Run 1, metal 1:
Bar = 50 µm. Supply wires on this layer in gray.
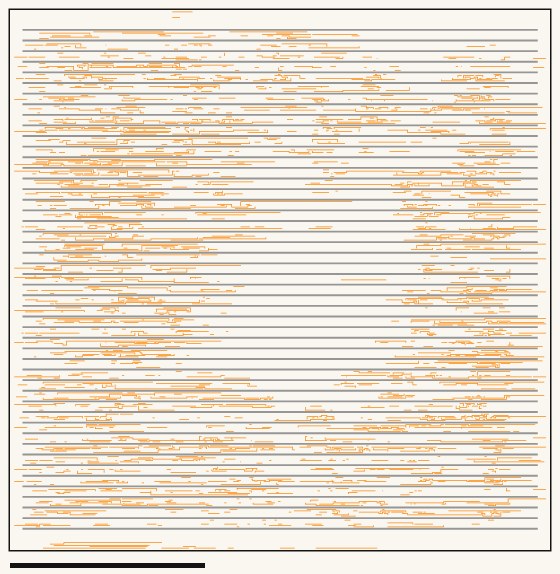
Run 1, the metal 2 layer:
Bar = 50 µm.
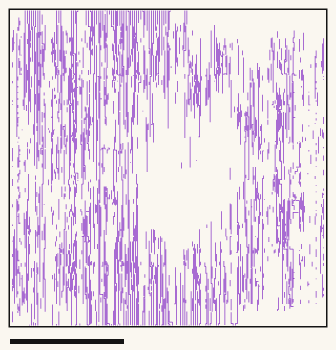
Run 1, met3 routing:
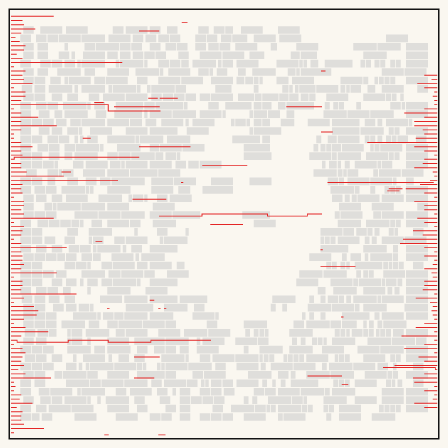
`config.mk`:
```
export PLATFORM = sky130hd
export DESIGN_NAME = mem_arbiter
export DESIGN_NICKNAME = d
export VERILOG_FILES = /design/src/rtl/mem_arb_pkg.sv /design/src/rtl/mem_arb_pick.sv /design/src/rtl/mem_arbiter.sv
export SDC_FILE = /design/constraint.sdc
export NUM_CORES = 1
export LEC_CHECK = 0
export CAP_MARGIN = 5
export CORE_MARGIN = 3
export CORE_UTILIZATION = 32
export CTS_CLUSTER_SIZE = 28
export DETAILED_ROUTE_END_ITERATION = 8
export PLACE_DENSITY = 0.7
export SLEW_MARGIN = 20
export SYNTH_ARGS = -nofsm -noshare
export SYNTH_HDL_FRONTEND = slang
export SYNTH_SLANG_ARGS = --single-unit
```
`constraint.sdc`:
```
create_clock -name clk -period 1.4 [get_ports clk]
set_input_delay 0.42 -clock clk [delete_from_list [all_inputs] [get_ports clk]]
set_output_delay 0.42 -clock clk [all_outputs]
set_load 0.05 [all_outputs]
```
`src/rtl/mem_arb_pkg.sv`:
```
`default_nettype none
// +------------------------------------------------------------------+
// | mem_arb_pkg: shared FSM state type and requester IDs for the     |
// | CPU/DMA memory arbiter.            Revision: 1.0                 |
// +------------------------------------------------------------------+
package mem_arb_pkg;

  typedef enum logic [1:0] {
    IDLE   = 2'd0,
    ACCESS = 2'd1,
    WAIT   = 2'd2,
    DONE   = 2'd3
  } state_t;

  localparam logic REQ_CPU = 1'b0;
  localparam logic REQ_DMA = 1'b1;

  localparam int CNT_W = 3;

endpackage : mem_arb_pkg
`default_nettype wire

```
`src/rtl/mem_arb_pick.sv`:
```
`default_nettype none
// +------------------------------------------------------------------+
// | mem_arb_pick: winner selection and last-grant (owner) register.  |
// | Macro MEM_ARB_RR_EN: round-robin ties, else CPU wins ties.       |
// | Revision: 1.0                                                    |
// +------------------------------------------------------------------+
module mem_arb_pick
  import mem_arb_pkg::*;
(
  input  logic clk,
  input  logic rst,
  input  logic cpu_req,
  input  logic dma_req,
  input  logic grant,
  output logic winner,
  output logic owner
);

  logic r_last;
  logic w_tie;

  assign w_tie = cpu_req & dma_req;

`ifdef MEM_ARB_RR_EN
  assign winner = w_tie ? ~r_last : (cpu_req ? REQ_CPU : REQ_DMA);
`else
  assign winner = (w_tie | cpu_req) ? REQ_CPU : REQ_DMA;
`endif

  // The last grantee is also the owner of the transaction in flight.
  always_ff @(posedge clk) begin
    if (!rst) begin
      r_last <= REQ_DMA;
    end else if (grant) begin
      r_last <= winner;
    end
  end

  assign owner = r_last;

endmodule : mem_arb_pick
`default_nettype wire

```
`src/rtl/mem_arbiter.sv`:
```
`default_nettype none
// +------------------------------------------------------------------+
// | mem_arbiter: CPU/DMA arbiter in front of a single-port memory    |
// | with LAT-cycle read latency. Option macro: MEM_ARB_RR_EN.        |
// | Revision: 1.0                                                    |
// +------------------------------------------------------------------+
module mem_arbiter
  import mem_arb_pkg::*;
#(
  parameter int AW  = 32,
  parameter int DW  = 32,
  parameter int LAT = 2
) (
  input  logic          clk,
  input  logic          rst,
  input  logic          cpu_req,
  input  logic          cpu_we,
  input  logic [AW-1:0] cpu_addr,
  input  logic [DW-1:0] cpu_wdata,
  output logic [DW-1:0] cpu_rdata,
  output logic          cpu_ack,
  output logic          cpu_stall,
  input  logic          dma_req,
  input  logic          dma_we,
  input  logic [AW-1:0] dma_addr,
  input  logic [DW-1:0] dma_wdata,
  output logic [DW-1:0] dma_rdata,
  output logic          dma_ack,
  output logic          mem_en,
  output logic          mem_we,
  output logic [AW-1:0] mem_addr,
  output logic [DW-1:0] mem_wdata,
  input  logic [DW-1:0] mem_rdata,
  output logic          busy
);

  localparam logic [CNT_W-1:0] c_LAT_M1 = CNT_W'(LAT - 1);

  state_t           r_state;
  state_t           w_next;
  logic [CNT_W-1:0] r_cnt;
  logic             r_we;
  logic             w_grant;
  logic             w_winner;
  logic             w_owner;
  logic             w_rd_done;

  assign w_grant   = (r_state == IDLE) & (cpu_req | dma_req);
  assign w_rd_done = (r_state == WAIT) & (r_cnt == c_LAT_M1);

  mem_arb_pick u_pick (
    .clk     (clk),
    .rst     (rst),
    .cpu_req (cpu_req),
    .dma_req (dma_req),
    .grant   (w_grant),
    .winner  (w_winner),
    .owner   (w_owner)
  );

  always_ff @(posedge clk) begin
    if (!rst) begin
      r_state <= IDLE;
    end else begin
      r_state <= w_next;
    end
  end

  always_comb begin
    w_next = r_state;
    case (r_state)
      IDLE:    if (cpu_req | dma_req) w_next = ACCESS;
      ACCESS:  w_next = r_we ? DONE : WAIT;
      WAIT:    if (w_rd_done) w_next = DONE;
      DONE:    w_next = IDLE;
      default: w_next = IDLE;
    endcase
  end

  always_comb begin
    mem_en  = 1'b0;
    mem_we  = 1'b0;
    cpu_ack = 1'b0;
    dma_ack = 1'b0;
    case (r_state)
      ACCESS: begin
        mem_en = 1'b1;
        mem_we = r_we;
      end
      DONE: begin
        cpu_ack = (w_owner == REQ_CPU);
        dma_ack = (w_owner == REQ_DMA);
      end
      default: ;
    endcase
  end

  // Request payload is latched at grant and held on the memory bus until the next grant.
  always_ff @(posedge clk) begin
    if (!rst) begin
      r_we      <= 1'b0;
      r_cnt     <= '0;
      mem_addr  <= '0;
      mem_wdata <= '0;
      cpu_rdata <= '0;
      dma_rdata <= '0;
    end else begin
      if (w_grant) begin
        r_we      <= (w_winner == REQ_DMA) ? dma_we    : cpu_we;
        mem_addr  <= (w_winner == REQ_DMA) ? dma_addr  : cpu_addr;
        mem_wdata <= (w_winner == REQ_DMA) ? dma_wdata : cpu_wdata;
      end
      if (r_state == ACCESS) begin
        r_cnt <= '0;
      end else if (r_state == WAIT) begin
        r_cnt <= r_cnt + CNT_W'(1);
      end
      if (w_rd_done) begin
        if (w_owner == REQ_CPU) begin
          cpu_rdata <= mem_rdata;
        end else begin
          dma_rdata <= mem_rdata;
        end
      end
    end
  end

  assign cpu_stall = cpu_req & ~cpu_ack;
  assign busy      = (r_state != IDLE);

endmodule : mem_arbiter
`default_nettype wire

```
==> impl_metrics.py, run 1 <==
# Auto-generated metrics
metrics = {
    "run_status": {
        "status": "finished with violations",
        "failed_checks": "negative setup slack",
    },
    "logic_synthesis": {
        "top_area_frac": 0.482,
        "avgSynthCellArea_um2": 9.65,
        "top_area_cell": "dfxtp_1",
        "common_cells": "dfxtp_1 (135), nand2_1 (100), mux2i_1 (66)",
        "edf_count": 0,
        "synthArstFlopShare": 0,
        "top_cell": "dfxtp_1",
        "syn_nets": 753,
        "synth_cells": 581,
    },
    "setup_path": {
        "crit_end": "cpu_stall",
        "rr_startpoint": "r_state[1]",
        "crit_path_start_kind": "flop",
        "r2r_end": "mem_wdata[28]",
    },
    "power_and_ir_drop": {
        "vdd_ir_drop_max_mv": 0.960,
        "switchingPower_w": 0.00738,
        "p_clk_w": 0.00430,
        "power_frac_seq": 0.289,
        "power_leader": "combinational cells",
        "p_clk_frac": 0.221,
        "p_comb_frac": 0.490,
        "intPower_w": 0.0121,
        "p_per_area_nw_per_um2": 1720,
    },
    "floorplan": {
        "die_w_um": 138,
        "fp_util": 0.332,
        "die_height_um": 138,
        "num_io_pins": 300,
        "fp.coreArea_um2": 16900,
        "taps": 220,
    },
    "layout": {
        "nNetsFinal": 1064,
        "flop-count": 135,
        "lay_top_count": "clkdlybuf4s50_1",
        "fill_cells": 1248,
        "buf_share": 0.438,
        "drive_gt1_frac": 0.367,
        "flop_area_um2": 2830,
        "finalInstanceArea_um2": 11300,
        "clkbuf_count": 18,
        "mi_logic_area_um2": 2660,
        "comb.multi_input.count": 388,
        "sh_seq_area": 0.251,
        "finish.utilization": 0.670,
        "dominant_cells": "non-clock buffers",
    },
    "global_route": {
        "gr-usage-all-layers": 0.192,
        "grt_overflow": 0,
        "grt_max_degree": 65,
    },
    "min_path": {
        "hp-start": "rst",
        "worstHoldEndpoint": "u_pick.owner",
        "hold_depth": 2,
    },
    "clocking": {
        "cts_tree": "built",
        "clockRootBuffer": "clkbuf_16",
        "htree_levels": 4,
        "cts.sinks": 135,
    },
    "drt": {
        "final_antenna_net_count": 0,
        "dr.first_iter.drc_count": 275,
        "drc": 0,
        "routedWlPerCell_um": 17.5,
        "dr.pass1.iters": 4,
    },
    "sta": {
        "worst_pin_slew_ns": 0.307,
        "skew_ns": 0.00657,
        "finalCritPeriodShare": 1.26,
        "finalCriticalPeriod_ns": 1.77,
        "finalSetupViolations": 76,
        "fmax_mhz": 566,
        "whs_ns": 0.321,
        "setup_tns_ns": -9.92,
        "setup_ws_ns": -0.366,
    },
    "placement": {
        "dp_slack_ns": -0.310,
        "post-place-cells": 1080,
    },
    "job": {
        "warning_count": 33,
        "max_cap_violations": 0,
    },
}
-- 'metal 1' (at the start) --
longest straight run: 39.6 µm
share of all routed wire: 41%
nets with wire on the layer: 925
wire length on this layer: 7980 µm
main direction: horizontal

-- 'the metal 2 layer' (at the start) --
nets with wire on the layer: 922
wire length on this layer: 10000 µm
share of all routed wire: 51%
met2 usage: 0.333
WL final: 19.7 mm
DR vias: 5482

-- 'met3 routing' (at the start) --
nets with wire on the layer: 197
longest straight run: 40.3 µm
share of all routed wire: 6.4%
wire length on this layer: 1260 µm
main direction: horizontal

==> run 1: layer usage <==
metal	track usage	part of all wire
met2	0.333	0.51
met1	0.224	0.41
met3	0.0566	0.064
met5	0	0
met4	0.0697	0.021
==> run 1: repair_timing <==
action,in CTS,in global routing
buffers inserted,1,3
resized,30,88
pin swaps,1,2
setup endpoints to repair,154,212
gates cloned,1,8
==> run 1: critical path, stage by stage, from the launching register on <==
cell and delay (ns):
dfxtp_4 0.36, ha_4 0.16, nor2b_4 0.14, nor2b_4 0.12
buf_12 0.14
==> run 1: logic make-up after synthesis <==
logic type	after synthesis	share of synthesized area
mux	66	0.118
fa+ha+maj	6	0.0134
xor+xnor	2	0.00312
flops	135	0.482
compound gates	137	0.184
buf+inv	58	0.0609
simple gates	177	0.139
==> inputs of run 2 (changes only) <==
Settings changed: PLACE_DENSITY 0.7 to 0.68.
Clock period 1.4 ns to 2.2 ns, I/O delays scaled along.
Run 2, routing congestion:
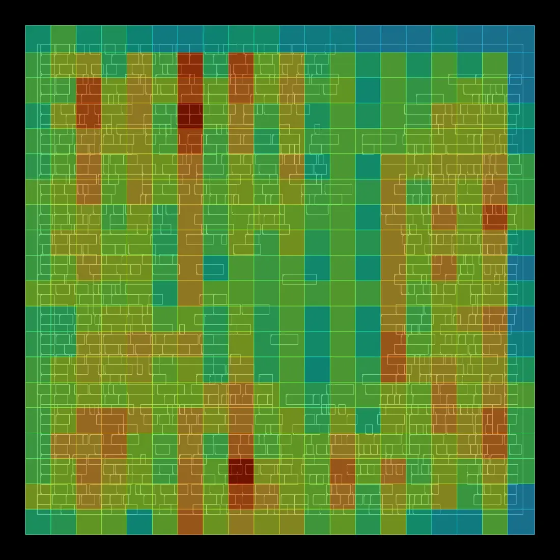
met2 usage: 0.282
Total Routing Usage GR: 0.169
GRT met3 Usage: 0.0577

==> impl_metrics.py, run 2 <==
# Auto-generated metrics
metrics = {
    "run_status": {
        "status": "finished clean",
    },
    "setup_path": {
        "crit_path_start_kind": "flop",
        "path_delay_family": "flip-flops",
        "critPathBufInv": 2,
        "max_stage_delay_ns": 0.39,
        "path_cells": "inv_1 > ha_1 > and2_1 > buf_12",
        "slowest_stage": "dfxtp_1",
    },
    "logic_synthesis": {
        "mux_area_frac": 0.118,
        "syn_nets": 753,
        "simple_gate_share": 0.139,
        "synthArstFlopShare": 0,
        "synth_cells": 581,
        "top_logic_kind": "AND-OR/OR-AND gates",
        "edf_count": 0,
        "adder_share": 0.0134,
        "top_area_cell": "dfxtp_1",
        "avgSynthCellArea_um2": 9.65,
        "top_cell": "dfxtp_1",
        "synth_area_um2": 5610,
        "synthAoiAreaFrac": 0.184,
        "top_area_frac": 0.482,
        "ys_sh_xor": 0.00312,
        "common_cells": "dfxtp_1 (135), nand2_1 (100), mux2i_1 (66)",
        "synth_seq_share": 0.482,
    },
    "floorplan": {
        "fp_util": 0.332,
        "rows": 47,
        "die_height_um": 138,
        "fp.coreArea_um2": 16900,
        "num_io_pins": 300,
        "taps": 220,
        "die_w_um": 138,
    },
    "drt": {
        "highest_layer": "met4",
        "routedWlPerCell_um": 15.6,
        "dr.pass1.iters": 4,
        "dr_wl_met3_mm": 1.32,
        "final_antenna_net_count": 0,
        "dr.first_iter.drc_count": 163,
        "wl_met2_mm": 8.12,
        "drt-met1-wl_mm": 7.35,
        "routed_wl_mm": 17.0,
        "drc": 0,
        "vias": 5146,
    },
    "power_and_ir_drop": {
        "intPower_w": 0.00630,
        "power_leader": "combinational cells",
        "power_frac_seq": 0.312,
        "vdd_ir_drop_max_mv": 0.497,
        "switchingPower_w": 0.00403,
        "p_per_area_nw_per_um2": 1120,
        "p_clk_w": 0.00297,
        "p_comb_frac": 0.400,
        "p_clk_frac": 0.288,
    },
    "placement": {
        "post-place-cells": 1059,
        "dp_hpwl_mm": 12.9,
    },
    "layout": {
        "finalInstanceArea_um2": 9230,
        "clkbuf_count": 20,
        "n_all_inverters": 4,
        "sh_seq_area": 0.293,
        "buf_share": 0.327,
        "lay_top_count": "clkdlybuf4s50_1",
        "flop_area_um2": 2700,
        "dominant_cells": "non-clock buffers",
        "drive_gt1_frac": 0.139,
        "finish.utilization": 0.547,
        "comb.multi_input.count": 388,
        "fill_cells": 1585,
        "mi_logic_area_um2": 2590,
        "nNetsFinal": 1030,
    },
    "sta": {
        "skew_ns": 0.00779,
        "setup_tns_ns": 0,
        "finalCriticalPeriod_ns": 2.10,
        "setup_ws_ns": 0.0958,
        "fmax_mhz": 475,
        "worst_pin_slew_ns": 0.538,
        "finalCritPeriodShare": 0.956,
        "drv_slew": 0,
        "whs_ns": 0.452,
        "finalSetupViolations": 0,
    },
    "clocking": {
        "clockRootBuffer": "clkbuf_16",
        "cts_hold_buf": 0,
        "htree_levels": 4,
        "cts.repair.resized": 64,
        "cts_setup_buffers": 0,
        "insertion_delay_ns": 0.41,
        "cts.sinks": 135,
    },
    "global_route": {
        "grt_overflow": 0,
        "met1_usage": 0.206,
        "grt_busiest_layer": "met2",
    },
    "min_path": {
        "hold_path.class": "flop to flop",
    },
    "job": {
        "max_cap_violations": 0,
        "warning_count": 30,
    },
}
==> run 2: cell count changes in the layout (fill, tap and decap cells not counted), moves of 5 or more <==
cell / previous run / this run
buf_4: 26 / 70
dlygate4sd2_1: 0 / 64
buf_6: 6 / 0
dfxtp_2: 99 / 0
dfxtp_1: 34 / 135
clkbuf_16: 22 / 17
buf_12: 144 / 15
==> run 2: final timing paths <==
| path | from | end | slack, ns | depth (start not counted) |
|---|---|---|---|---|
| max reg2reg | r_state[0] | dma_rdata[11] | 0.65 | 6 |
| min reg2reg | dma_rdata[29] | dma_rdata[29] | 0.45 | 2 |
| min | dma_rdata[29] | dma_rdata[29] | 0.45 | 2 |
| max | r_state[1] | mem_we | 0.1 | 4 |
==> inputs of run 3 (changes only) <==
Settings changed: SETUP_SLACK_MARGIN set to 0.3.
Run 3, the metal 2 layer:
Bar = 50 µm.
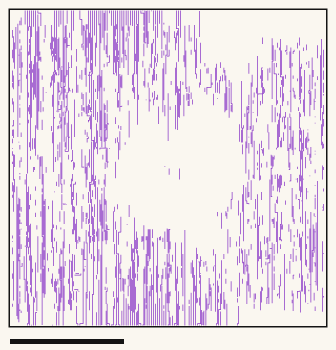
longest straight run: 71.3 µm
wire length on this layer: 8540 µm
nets with wire on the layer: 861
share of all routed wire: 48%
DR vias: 5202
met2 usage: 0.303
WL final: 17.7 mm

==> impl_metrics.py, run 3 <==
# Auto-generated metrics
metrics = {
    "run_status": {
        "status": "finished clean",
    },
    "layout": {
        "drive_gt1_frac": 0.229,
        "finish.utilization": 0.556,
        "lay_top_count": "clkdlybuf4s50_1",
        "nNetsFinal": 1034,
        "finalInstanceArea_um2": 9380,
    },
    "sta": {
        "finalCriticalPeriod_ns": 2.00,
        "setup_ws_ns": 0.197,
        "finalSetupViolations": 0,
        "finalCritPeriodShare": 0.910,
        "worst_pin_slew_ns": 0.389,
        "drv_slew": 0,
        "skew_ns": 0.00466,
        "fmax_mhz": 499,
        "setup_tns_ns": 0,
        "whs_ns": 0.455,
    },
    "min_path": {
        "hold_path.class": "flop to flop",
    },
    "clocking": {
        "clockRootBuffer": "clkbuf_16",
        "htree_levels": 4,
        "insertion_delay_ns": 0.41,
        "cts.sinks": 135,
        "cts_hold_buf": 0,
        "cts_tree": "built",
    },
    "logic_synthesis": {
        "top_area_frac": 0.482,
        "edf_count": 0,
        "syn_nets": 753,
        "avgSynthCellArea_um2": 9.65,
        "ys_top_cells_by_area": "dfxtp_1 (48%), mux2i_1 (12%), o211a_1 (12%)",
        "top_logic_kind": "AND-OR/OR-AND gates",
        "top_area_cell": "dfxtp_1",
        "ys_sh_xor": 0.00312,
        "common_cells": "dfxtp_1 (135), nand2_1 (100), mux2i_1 (66)",
        "synth_cells": 581,
        "synthAoiAreaFrac": 0.184,
        "top_cell": "dfxtp_1",
        "adder_share": 0.0134,
        "synth_area_um2": 5610,
    },
    "drt": {
        "dr.first_iter.drc_count": 190,
        "wl_met2_mm": 8.54,
        "final_antenna_net_count": 0,
        "dr_wl_met3_mm": 1.27,
        "drt-met1-wl_mm": 7.62,
        "drc": 0,
        "highest_layer": "met4",
        "routedWlPerCell_um": 16.1,
    },
    "global_route": {
        "gr-usage-all-layers": 0.177,
        "grt_max_degree": 82,
        "grt_busiest_layer": "met2",
        "met1_usage": 0.213,
        "grt_overflow": 0,
        "global_route.usage.met3": 0.0539,
    },
    "placement": {
        "dp_hpwl_mm": 13.3,
        "dp_slack_ns": 0.154,
        "post-place-cells": 1062,
    },
    "setup_path": {
        "crit_fanout": 4,
        "slowest_stage": "dfxtp_4",
        "critPathBufInv": 2,
        "path_delay_family": "flip-flops",
        "max_stage_delay_ns": 0.38,
        "crit_path_start_kind": "flop",
        "path_cells": "inv_2 > ha_2 > and2_4 > buf_12",
    },
    "floorplan": {
        "rows": 47,
        "num_io_pins": 300,
        "die_w_um": 138,
        "fp_util": 0.332,
        "die_height_um": 138,
    },
    "power_and_ir_drop": {
        "switchingPower_w": 0.00413,
        "vdd_ir_drop_max_mv": 0.543,
        "p_comb_frac": 0.412,
        "p_per_area_nw_per_um2": 1100,
        "p_clk_frac": 0.273,
        "intPower_w": 0.00616,
        "p_clk_w": 0.00281,
        "power_leader": "combinational cells",
        "power_frac_seq": 0.316,
    },
    "job": {
        "warning_count": 33,
        "max_cap_violations": 0,
    },
}
run 3: worst paths after layout:
check	from	end	slack [ns]	depth (start not counted)
worst max-delay path	r_state[1]	mem_we	0.20	4
worst min-delay path	dma_rdata[9]	dma_rdata[9]	0.45	2
worst max register to register	r_state[0]	dma_rdata[13]	0.63	6
worst min register to register	dma_rdata[9]	dma_rdata[9]	0.45	2
run 3: timing repair:
action,4_1_cts,5_1_grt
gates resized,215,3
setup buffers,1,0
pin swaps,1,0
endpoints found under the hold margin,0,0
setup endpoints to repair,74,7
run 3: layout make-up:
class                           instances  area, µm²
Fill cell                            1521       7500
Inverter                                4       15.0
Sequential cell                       135       2710
Clock buffer                           18        439
Multi-Input combinational cell        388       2620
Timing Repair Buffer                  316       3170
Tap cell                              220        275
Clock inverter                         14        151
